[src/rtl/video_mode_sender_if.sv]
// Request side of the video-mode byte link: valid/ready handshake carrying
// the 2-bit mode selector (0=VGA, 1=720p, 2=1080p, 3=invalid).
interface video_mode_sender_if;
    logic       req_valid;
    logic [1:0] req_mode;
    logic       req_ready;

    modport master (output req_valid, output req_mode, input req_ready);
    modport slave  (input req_valid, input req_mode, output req_ready);
endinterface

[src/rtl/video_mode_sender.sv]
// video_mode_sender: transmit side of the 8-bit video-mode byte link.
// Each accepted request drives IDLE_CODE for GAP_CYCLES, then the mode code
// for HOLD_CYCLES, so even a repeated mode produces a visible byte change.
// Optional feature macro: VIDEO_MODE_BUTTON_EN adds a debounced btn_next
// input that requests the mode following current_mode (0->1->2->0).
`ifndef MODE_VGA
`define MODE_VGA   8'h01
`endif
`ifndef MODE_720p
`define MODE_720p  8'h02
`endif
`ifndef MODE_1080p
`define MODE_1080p 8'h03
`endif

module video_mode_sender #(
    parameter int unsigned GAP_CYCLES      = 4,
    parameter int unsigned HOLD_CYCLES     = 16,
    parameter logic [7:0]  IDLE_CODE       = 8'h00,
    parameter int unsigned DEBOUNCE_CYCLES = 1000000
) (
    input  logic                clock,
    input  logic                reset_n,
    video_mode_sender_if.slave  req,
`ifdef VIDEO_MODE_BUTTON_EN
    input  logic                btn_next,
`endif
    output logic [7:0]          data_out,
    output logic [1:0]          current_mode,
    output logic                done,
    output logic                err_invalid
);

    localparam int unsigned MAX_CYCLES = (GAP_CYCLES > HOLD_CYCLES) ? GAP_CYCLES : HOLD_CYCLES;
    localparam int unsigned CW         = $clog2(MAX_CYCLES + 1);
    localparam logic [CW-1:0] GAP_LD   = CW'(GAP_CYCLES);
    localparam logic [CW-1:0] HOLD_LD  = CW'(HOLD_CYCLES);

    typedef enum logic [1:0] {ST_IDLE, ST_GAP, ST_HOLD} state_t;

    state_t        state, state_next;
    logic [CW-1:0] cnt, cnt_next;
    logic [1:0]    mode_q, mode_next;
    logic [7:0]    data_next;
    logic [1:0]    cur_next;
    logic          done_next, err_next, ready_q, ready_next;
    logic          take_ext, take_btn, btn_req;

    function automatic logic [7:0] mode_code(input logic [1:0] m);
        case (m)
            2'd0:    mode_code = `MODE_VGA;
            2'd1:    mode_code = `MODE_720p;
            default: mode_code = `MODE_1080p;
        endcase
    endfunction

`ifdef VIDEO_MODE_BUTTON_EN
    localparam int unsigned DW = (DEBOUNCE_CYCLES > 1) ? $clog2(DEBOUNCE_CYCLES + 1) : 1;
    localparam logic [DW-1:0] DB_LAST = DW'(DEBOUNCE_CYCLES - 1);

    logic [1:0]    btn_sync;
    logic          btn_db;
    logic [DW-1:0] db_cnt;

    // Two-flop synchroniser for the raw button level.
    always_ff @(posedge clock or negedge reset_n) begin
        if (!reset_n) btn_sync <= '0;
        else          btn_sync <= {btn_sync[0], btn_next};
    end

    // Debounce: accept a new level once it has differed for DEBOUNCE_CYCLES samples; pulse on rise.
    always_ff @(posedge clock or negedge reset_n) begin
        if (!reset_n) begin
            btn_db  <= 1'b0;
            db_cnt  <= '0;
            btn_req <= 1'b0;
        end else begin
            btn_req <= 1'b0;
            if (btn_sync[1] == btn_db) begin
                db_cnt <= '0;
            end else if (db_cnt == DB_LAST) begin
                btn_db  <= btn_sync[1];
                db_cnt  <= '0;
                btn_req <= btn_sync[1];
            end else begin
                db_cnt <= db_cnt + 1'b1;
            end
        end
    end
`else
    logic unused_debounce_cfg;
    assign unused_debounce_cfg = ^DEBOUNCE_CYCLES;
    assign btn_req             = 1'b0;
`endif

    assign req.req_ready = ready_q;
    assign take_ext      = req.req_valid & ready_q;
    assign take_btn      = btn_req & ready_q & ~req.req_valid;

    // Next-state and registered-output logic for the IDLE/GAP/HOLD sequencer.
    always_comb begin
        state_next = state;
        cnt_next   = (cnt != '0) ? cnt - 1'b1 : cnt;
        mode_next  = mode_q;
        data_next  = data_out;
        cur_next   = current_mode;
        done_next  = 1'b0;
        err_next   = 1'b0;
        case (state)
            ST_IDLE: begin
                if (take_ext) begin
                    if (req.req_mode == 2'd3) begin
                        err_next = 1'b1;
                    end else begin
                        state_next = ST_GAP;
                        cnt_next   = GAP_LD;
                        mode_next  = req.req_mode;
                    end
                end else if (take_btn) begin
                    state_next = ST_GAP;
                    cnt_next   = GAP_LD;
                    mode_next  = (current_mode == 2'd2) ? 2'd0 : current_mode + 2'd1;
                end
            end
            ST_GAP: begin
                data_next = IDLE_CODE;
                if (cnt <= 1) begin
                    state_next = ST_HOLD;
                    cnt_next   = HOLD_LD;
                end
            end
            ST_HOLD: begin
                data_next = mode_code(mode_q);
                if (cnt <= 1) begin
                    state_next = ST_IDLE;
                    done_next  = 1'b1;
                    cur_next   = mode_q;
                end
            end
            default: state_next = ST_IDLE;
        endcase
        ready_next = (state_next == ST_IDLE);
    end

    // State, counter and output registers.
    always_ff @(posedge clock or negedge reset_n) begin
        if (!reset_n) begin
            state        <= ST_IDLE;
            cnt          <= '0;
            mode_q       <= 2'd0;
            data_out     <= `MODE_VGA;
            current_mode <= 2'd0;
            done         <= 1'b0;
            err_invalid  <= 1'b0;
            ready_q      <= 1'b1;
        end else begin
            state        <= state_next;
            cnt          <= cnt_next;
            mode_q       <= mode_next;
            data_out     <= data_next;
            current_mode <= cur_next;
            done         <= done_next;
            err_invalid  <= err_next;
            ready_q      <= ready_next;
        end
    end

endmodule

[src/flat_wrapper.sv]
// flat-port wrapper written by rule: the top's interface ports become plain ports
module video_mode_sender_flat 
#(
    parameter int unsigned GAP_CYCLES      = 4,
    parameter int unsigned HOLD_CYCLES     = 16,
    parameter logic [7:0]  IDLE_CODE       = 8'h00,
    parameter int unsigned DEBOUNCE_CYCLES = 1000000
)
  (clock, reset_n, data_out, current_mode, done, err_invalid, req_req_valid, req_req_mode, req_req_ready);
  video_mode_sender_if req_i ();
  input  logic clock;
  input  logic reset_n;
  output logic [7:0] data_out;
  output logic [1:0] current_mode;
  output logic done;
  output logic err_invalid;
  input wire logic [$bits(req_i.req_valid)-1:0] req_req_valid;
  input wire logic [$bits(req_i.req_mode)-1:0] req_req_mode;
  output wire logic [$bits(req_i.req_ready)-1:0] req_req_ready;
  assign req_i.req_valid = req_req_valid;
  assign req_i.req_mode = req_req_mode;
  assign req_req_ready = req_i.req_ready;
  video_mode_sender #(.GAP_CYCLES(GAP_CYCLES), .HOLD_CYCLES(HOLD_CYCLES), .IDLE_CODE(IDLE_CODE), .DEBOUNCE_CYCLES(DEBOUNCE_CYCLES)) u_core (.clock(clock), .reset_n(reset_n), .req(req_i), .data_out(data_out), .current_mode(current_mode), .done(done), .err_invalid(err_invalid));
endmodule
[config.mk]
export PLATFORM = sky130hd
export DESIGN_NAME = video_mode_sender_flat
export DESIGN_NICKNAME = d
export VERILOG_FILES = /design/src/rtl/video_mode_sender_if.sv /design/src/rtl/video_mode_sender.sv /design/src/flat_wrapper.sv
export SDC_FILE = /design/constraint.sdc
export NUM_CORES = 1
export LEC_CHECK = 0
export ABC_AREA = 1
export CELL_PAD_IN_SITES_DETAIL_PLACEMENT = 2
export CELL_PAD_IN_SITES_GLOBAL_PLACEMENT = 2
export CORE_UTILIZATION = 31
export CTS_BUF_LIST = sky130_fd_sc_hd__clkbuf_4
export DETAILED_ROUTE_END_ITERATION = 7
export MAX_ROUTING_LAYER = met4
export PLACE_DENSITY = 0.83
export REMOVE_ABC_BUFFERS = 1
export SYNTH_ARGS = -nofsm -noshare
export SYNTH_HDL_FRONTEND = slang
export SYNTH_SLANG_ARGS = --single-unit
[constraint.sdc]
create_clock -name clock -period 1.41 [get_ports clock]
set_input_delay 0.141 -clock clock [delete_from_list [all_inputs] [get_ports clock]]
set_output_delay 0.141 -clock clock [all_outputs]
set_load 0.05 [all_outputs]
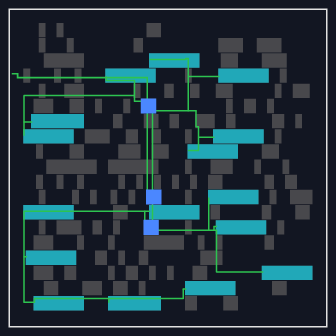
(run_1/clock_wires.png)
[cyan] flip-flops | count: 16
[green] clock wires | length: 265 um
[blue] clock-net drivers | count: 3
flops lie: widely spread

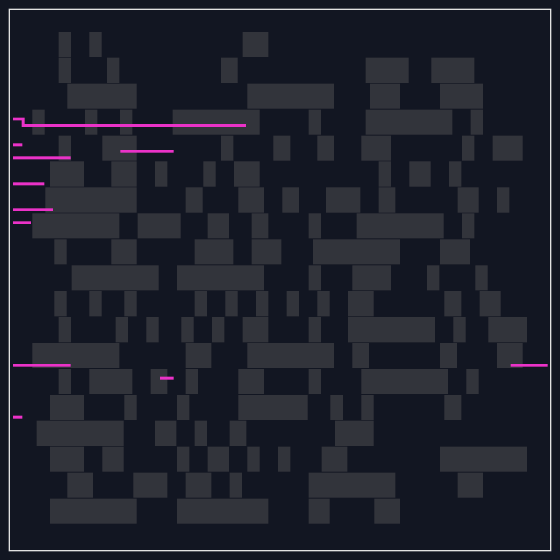
(run_1/m3.png)
Cells faint in the background.
share of all routed wire: 2.2%
longest straight run: 23.2 um
nets with wire on the layer: 10
main direction: horizontal

==> out/metrics.yaml, run 1 <==
status:
  status: "complete, but fails checks"
  violations: "negative setup slack"
route:
  drc_errors: 0
  dr.first_iter.drc_count: 7
  avgViaCountPerCell: 4.715
  ant_nets: 0
  routed_wl_mm: 2.611
cells_and_area:
  final_cells: 158
  layout-drive-gt1-share_pct: 30.71
  layout_top_cell: "nand2_1"
  fin_util_pct: 41.79
  mostFrequentLayoutCells: "nand2_1, dfrtp_1, inv_1"
place:
  dpl.hpwl_mm: 1.829
  place.gp.congestion: 0.7463
global_routing:
  grt_usage_pct: 16.91
  antenna_found_initial: 0
  grt_pass1_wl_mm: 3.995
  grt_pass1_vias: 832
  grt_max_degree: 17
  grt-ovfl-total: 0
floorplan:
  dieWidth_um: 56.65
  ios: 18
  fp-utilization_pct: 33.29
  chipArea_mm2: 0.003209
  std_cell_rows: 19
  core-area_mm2: 0.002781
  die_h_um: 56.65
clock_network:
  cts_tree: "done"
  postCtsSetupBuffers: 1
  path_clk_slew_ns: 0.11
  clk_latency_ns: 0.29
  cts_hold_buf: 0
  clock_path_buffers: 2
  ctsResizeCount: 1
  root_buffer: "clkbuf_4"
pwr:
  p_switching_w: 0.001569
  p_per_area_mw_per_mm2: 2641
  p_sw_share_pct: 51.11
  p_leak_nw: 0.5980
  seqPwrFrac_pct: 27.1
sta:
  fin_crit_sh_pct: 101.9
  finalCriticalPeriod_ns: 1.436
  fin_ws_ns: -0.02611
  drv_slew: 0
  holdWs_ns: 0.1532
  setup_viol: 1
  fin_setup_tns_ns: -0.02611
critical_path:
  critPathTopFamily: "flip-flops"
  worst_path_max_delay_cell: "dfstp_2"
  crit_path_start_kind: "flop"
  cpPeakStageDelay_ns: 0.54
  cp-end-kind: "flop"
  cp.buffers_inverters: 2
  cp_data_arrival_time_ns: 1.67
  worstPathRequired_ns: 1.65
logic_synthesis:
  yosys_cells: 108
  yosysSeqAreaShare_pct: 43.51
  ys_ff: 16
  syn_area_per_cell_um2: 8.573
  syn_area_um2: 925.9
  yosysUniqueCellTypes: 23
  yosys_warnings: 0
worst_hold_path:
  hp-class: "input pin to asynchronous set/reset pin"
flow_run:
  warnings: 30
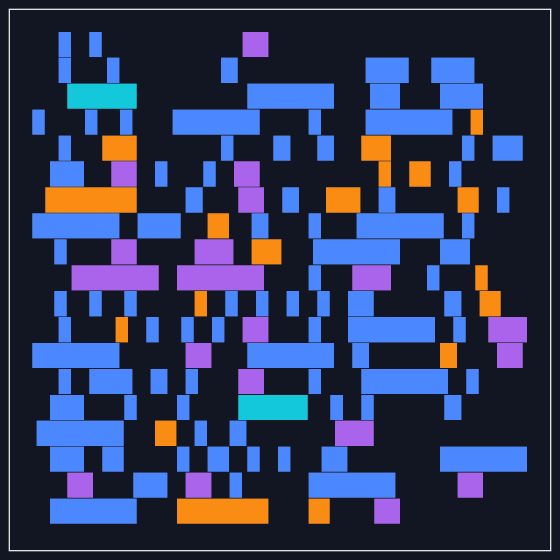
(run_1/sizing.png)
| color | size | cells | share |
|---|---|---|---|
| orange | x2 | 18 | 14% |
| purple | x3 and x4 | 19 | 15% |
| cyan | x6 and larger | 2 | 1.6% |
| blue | x1 and smaller | 88 | 69% |

==> run 1: per-stage QoR <==
stage	instance area, um^2	power, W
after floorplan	899.6	0.002018
after global placement	1071	0.002453
after detailed placement	1071	0.002559
after CTS	1110	0.002863
after global routing	1162	0.003316
final	1162	0.003070
==> run 1: final timing paths <==
kind	startpoint	end	slack, ns	cells past startpoint
max	u_core.req.req_ready	u_core.req.req_ready	-0.03	8
min	reset_n	u_core.mode_q[1]	0.15	2
max reg2reg	u_core.req.req_ready	u_core.req.req_ready	-0.03	8
min reg2reg	u_core.current_mode[0]	u_core.current_mode[0]	0.51	1
max in group asynchronous	reset_n	u_core.req.req_ready	1.00	2
min in group clock	req_req_valid	u_core.err_invalid	0.45	3
==> run 1: cell usage after synthesis <==
| library cell | count | area, um^2 |
|---|---|---|
| nand2_1 | 25 | 93.84 |
| inv_1 | 16 | 60.06 |
| dfrtp_1 | 14 | 350.3 |
| ha_1 | 7 | 87.58 |
| buf_4 | 6 | 45.04 |
| a21oi_1 | 5 | 25.02 |
| nand2_2 | 4 | 25.02 |
| nand3_1 | 4 | 20.02 |
| nor2_1 | 4 | 15.01 |
| nor2_4 | 3 | 33.78 |
| o21ai_0 | 3 | 15.01 |
| xor2_1 | 3 | 26.28 |
| dfstp_2 | 2 | 52.55 |
| inv_2 | 2 | 7.510 |
| o22ai_1 | 2 | 12.51 |
| a21oi_2 | 1 | 8.760 |
| a22oi_1 | 1 | 7.510 |
| clkinv_2 | 1 | 5.000 |
| conb_1 | 1 | 3.750 |
| nand3_2 | 1 | 10.01 |
| nor3_1 | 1 | 5.000 |
| o21a_1 | 1 | 7.510 |
| o21ai_2 | 1 | 8.760 |
==> run 1: metal layers <==
layer,track usage (%),wire length [um],part of all wire (%),vias up
met2,28.24,1461,56,11
met5,-,0,0,-
met4,7.666,23,0.88,0
li1,-,-,-,359
met3,2.304,56,2.1,2
met1,20.17,1069,41,373
==> run 1: cell type report <==
class,instances,area (um^2)
fill,307,1619
timing repair buffer,16,155.1
sequential,16,402.9
clock inverter,1,3.754
multi-input combinational,72,466.7
clock buffer,3,22.52
inverter,19,72.57
tap,31,38.79
==> run 1: power groups by stage <==
stage | logic [W] | clock network [W] | registers [W]
finish | 0.00197 | 0.000265 | 0.000832
global route | 0.00218 | 0.000279 | 0.000857
CTS | 0.00174 | 0.000276 | 0.000844
detailed placement | 0.00171 | 0 | 0.000853
global placement | 0.00162 | 0 | 0.000835
floorplan | 0.000989 | 0 | 0.00103
==> run 1: kinds of logic (layout without fill, tap and decap cells) <==
group                    after synthesis  in the layout  synth area share [%]
flip-flops                            16             16                 43.51
other                                  1              6                0.4050
adder cells (fa/ha/maj)                7              7                 9.459
AND/OR/NAND/NOR                       42             42                 21.89
XOR/XNOR                               3              3                 2.838
buffers and inverters                 25             39                 12.70
AND-OR/OR-AND                         14             14                 9.189
==> run 1: registers in the layout, indices dropped and copies added, names as in the netlist <==
| register | flops |
|---|---|
| u_core.cnt | 5 |
| u_core.current_mode | 2 |
| u_core.data_out | 2 |
| u_core.mode_q | 2 |
| u_core.state | 2 |
| u_core.done | 1 |
| u_core.err_invalid | 1 |
| u_core.req.req_ready | 1 |
==> run 2, diff against run 1 <==
- SLEW_MARGIN: not set -> 5
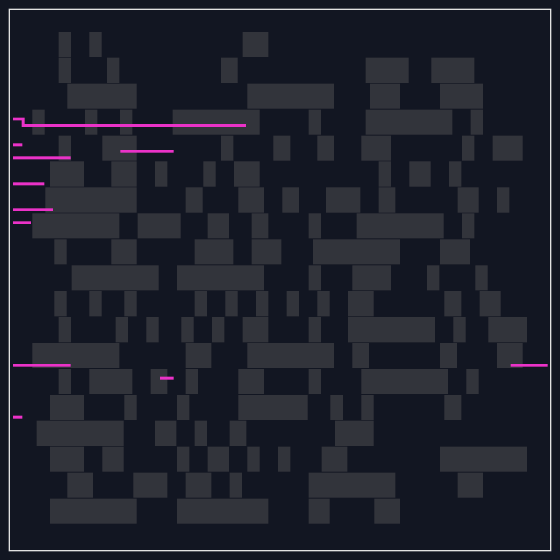
(run_2/m3.png)
Cells faint in the background.
wire length on this layer: 56.2 um
nets with wire on the layer: 10
WL final: 2.611 mm
DR vias: 745
met3 usage: 2.304%

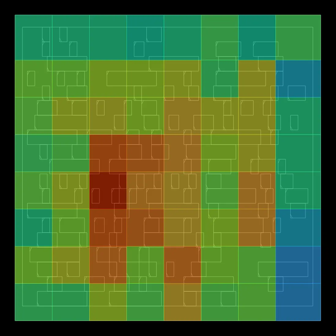
(run_2/congestion_map.png)
post-layout util: 41.79%
GRT Util Overall: 16.91%
M1 GR Usage: 20.17%

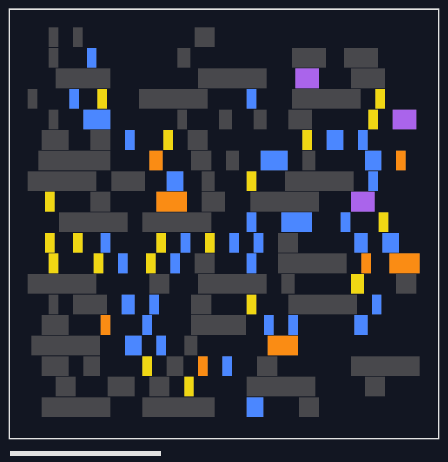
(run_2/gates.png)
The bar under the picture is 20 um long.
| color | family | cells |
|---|---|---|
| blue | nand cells | 34 |
| purple | xor and xnor cells | 3 |
| orange | nor cells | 8 |
| yellow | inv cells | 19 |
top logic cell by instance count in the layout: nand2_1
logic share of the area: 40.15%
Final Non-Filler Cells: 158

==> run 2 against run 1 <==
  * The run still ends with negative setup slack left
  * Sequential power about the same
  * Fmax unchanged
  * Sequential share of layout area unchanged
  * First-iteration DRC count unchanged
  * Critical path type unchanged
  * Die area unchanged
  * Via count unchanged
==> out/metrics.yaml, run 2 <==
floorplan:
  chipArea_mm2: 0.003209
  die_h_um: 56.65
  core-area_mm2: 0.002781
  dieWidth_um: 56.65
  fp-utilization_pct: 33.29
  ios: 18
  std_cell_rows: 19
global_routing:
  antenna_found_initial: 0
  grt_pass1_vias: 832
  grt_max_degree: 17
  grt-ovfl-total: 0
  grt_pass1_wl_mm: 3.995
sta:
  fin_setup_tns_ns: -0.02611
  setup_viol: 1
  timing.fmax_mhz: 696.3
  fin_ws_ns: -0.02611
  fin_crit_sh_pct: 101.9
  fin_skew_ns: 0.01012
  drv_slew: 0
  finalCriticalPeriod_ns: 1.436
place:
  dpl.hpwl_mm: 1.829
  place_area_mm2: 0.001071
  place.gp.congestion: 0.7463
logic_synthesis:
  syn_area_per_cell_um2: 8.573
  top_cell_area_share_pct: 37.84
  mux_area_share_pct: 0
  synth-edff-count: 0
  yosys_cells: 108
  yosys.area_share.aoi_pct: 9.189
  synth-simple-area-share_pct: 21.89
  yosysMostFrequentCell: "nand2_1"
  xor_share_pct: 2.838
  yosys_warnings: 0
  synthFlopType: "dfrtp_1"
  top_cells_by_area: "dfrtp_1, nand2_1, ha_1"
  largest_area_cell: "dfrtp_1"
  synth_async_sr_flop_share_pct: 100.0
  topCombFamilyByArea: "simple AND/OR/NAND/NOR gates"
  syn_inst: 108
  ys_ff: 16
  yosys-top-cells-count: "nand2_1, inv_1, dfrtp_1"
  syn_area_um2: 925.9
  synthAdderAreaFrac_pct: 9.459
  ys_area_um2: 925.9
  yosysSeqAreaShare_pct: 43.51
critical_path:
  crit_path_start_kind: "flop"
  cp_data_arrival_time_ns: 1.67
  worstPathRequired_ns: 1.65
  cp-end-kind: "flop"
route:
  dr.first_iter.drc_count: 7
  avgViaCountPerCell: 4.715
  wl_per_cell_um: 16.53
  drc_errors: 0
  ant_nets: 0
pwr:
  p_per_area_mw_per_mm2: 2641
  p_leak_nw: 0.5980
clock_network:
  clock_path_buffers: 2
  path_clk_slew_ns: 0.11
  cts_tree: "done"
  cts_hold_buf: 0
status:
  violations: "negative setup slack"
  status: "complete, but fails checks"
cells_and_area:
  top_register: "u_core.cnt"
  largest_reg_flops: 5
  n_fill_cell: 307
  design_area_mm2: 0.001162
  mostFrequentLayoutCells: "nand2_1, dfrtp_1, inv_1"
  layout-drive-gt1-share_pct: 30.71
worst_hold_path:
  hp-class: "input pin to asynchronous set/reset pin"
## run 2: cell counts after synthesis
Identical to the previous run, type by type.
## run 2: path summary, 6_finish.rpt
check	cells past startpoint	startpoint	end	slack (ns)
min in group clock	3	req_req_valid	u_core.err_invalid	0.45
worst min-delay path	2	reset_n	u_core.mode_q[1]	0.15
worst max register to register	8	u_core.req.req_ready	u_core.req.req_ready	-0.03
worst min register to register	1	u_core.current_mode[0]	u_core.current_mode[0]	0.51
max in group asynchronous	2	reset_n	u_core.req.req_ready	1.00
worst max-delay path	8	u_core.req.req_ready	u_core.req.req_ready	-0.03
## run 2: final cells by class
class                           count  area (um^2)  share of cell area, %
Multi-Input combinational cell     72        466.7                  40.15
Sequential cell                    16        402.9                  34.66
Timing Repair Buffer               16        155.1                  13.35
Inverter                           19        72.57                  6.243
Tap cell                           31        38.79                  3.337
Clock buffer                        3        22.52                  1.938
Clock inverter                      1        3.754                 0.3229
## run 2: logic make-up after synthesis
family,Yosys count
simple gates,42
other cells,1
compound gates,14
fa+ha+maj,7
xor+xnor,3
flops,16
buf+inv,25
## run 2: routing by layer
| layer | global-route usage (%) | part of all wire (%) | vias up |
|---|---|---|---|
| met4 | 7.666 | 0.88 | 0 |
| met2 | 28.24 | 56 | 11 |
| li1 | - | - | 359 |
| met5 | - | 0 | - |
| met1 | 20.17 | 41 | 373 |
| met3 | 2.304 | 2.1 | 2 |
## run 2: per-stage QoR
| step | total power (W) | worst slack (ns) | hold slack (ns) |
|---|---|---|---|
| after detailed placement | 0.002559 | -0.06027 | 0.4854 |
| after CTS | 0.002863 | 0.01635 | 0.1582 |
| after global routing | 0.003316 | -0.1202 | 0.1930 |
| final | 0.003070 | -0.02611 | 0.1532 |
| after floorplan | 0.002018 | 0.02196 | -0.1546 |
| after global placement | 0.002453 | 0.04180 | 0.4742 |
## run 2: what timing repair did
action,4_1_cts,5_1_grt
setup endpoints to repair,2,11
setup buffers,1,2
resized,1,11
pin swaps,1,1
hold endpoints to repair,0,0
## run 2: critical path, stage by stage (launching register included)
cell and delay [ns]:
dfstp_2 0.54, nand2_1 0.07, inv_1 0.07, nand2_2 0.09, a21oi_1 0.29, nand2_2 0.12, nand3_2 0.09, nand2_1 0.06
inv_1 0.05
## run 2: power breakdown
part | internal [W] | leakage [nW] | switching (W)
clock | 0.000103 | 0.0154 | 0.000162
combinational | 0.000722 | 0.381 | 0.00125
sequential | 0.000676 | 0.202 | 0.000156
Power figures rest on the tool's default switching activity, not on a simulated workload.
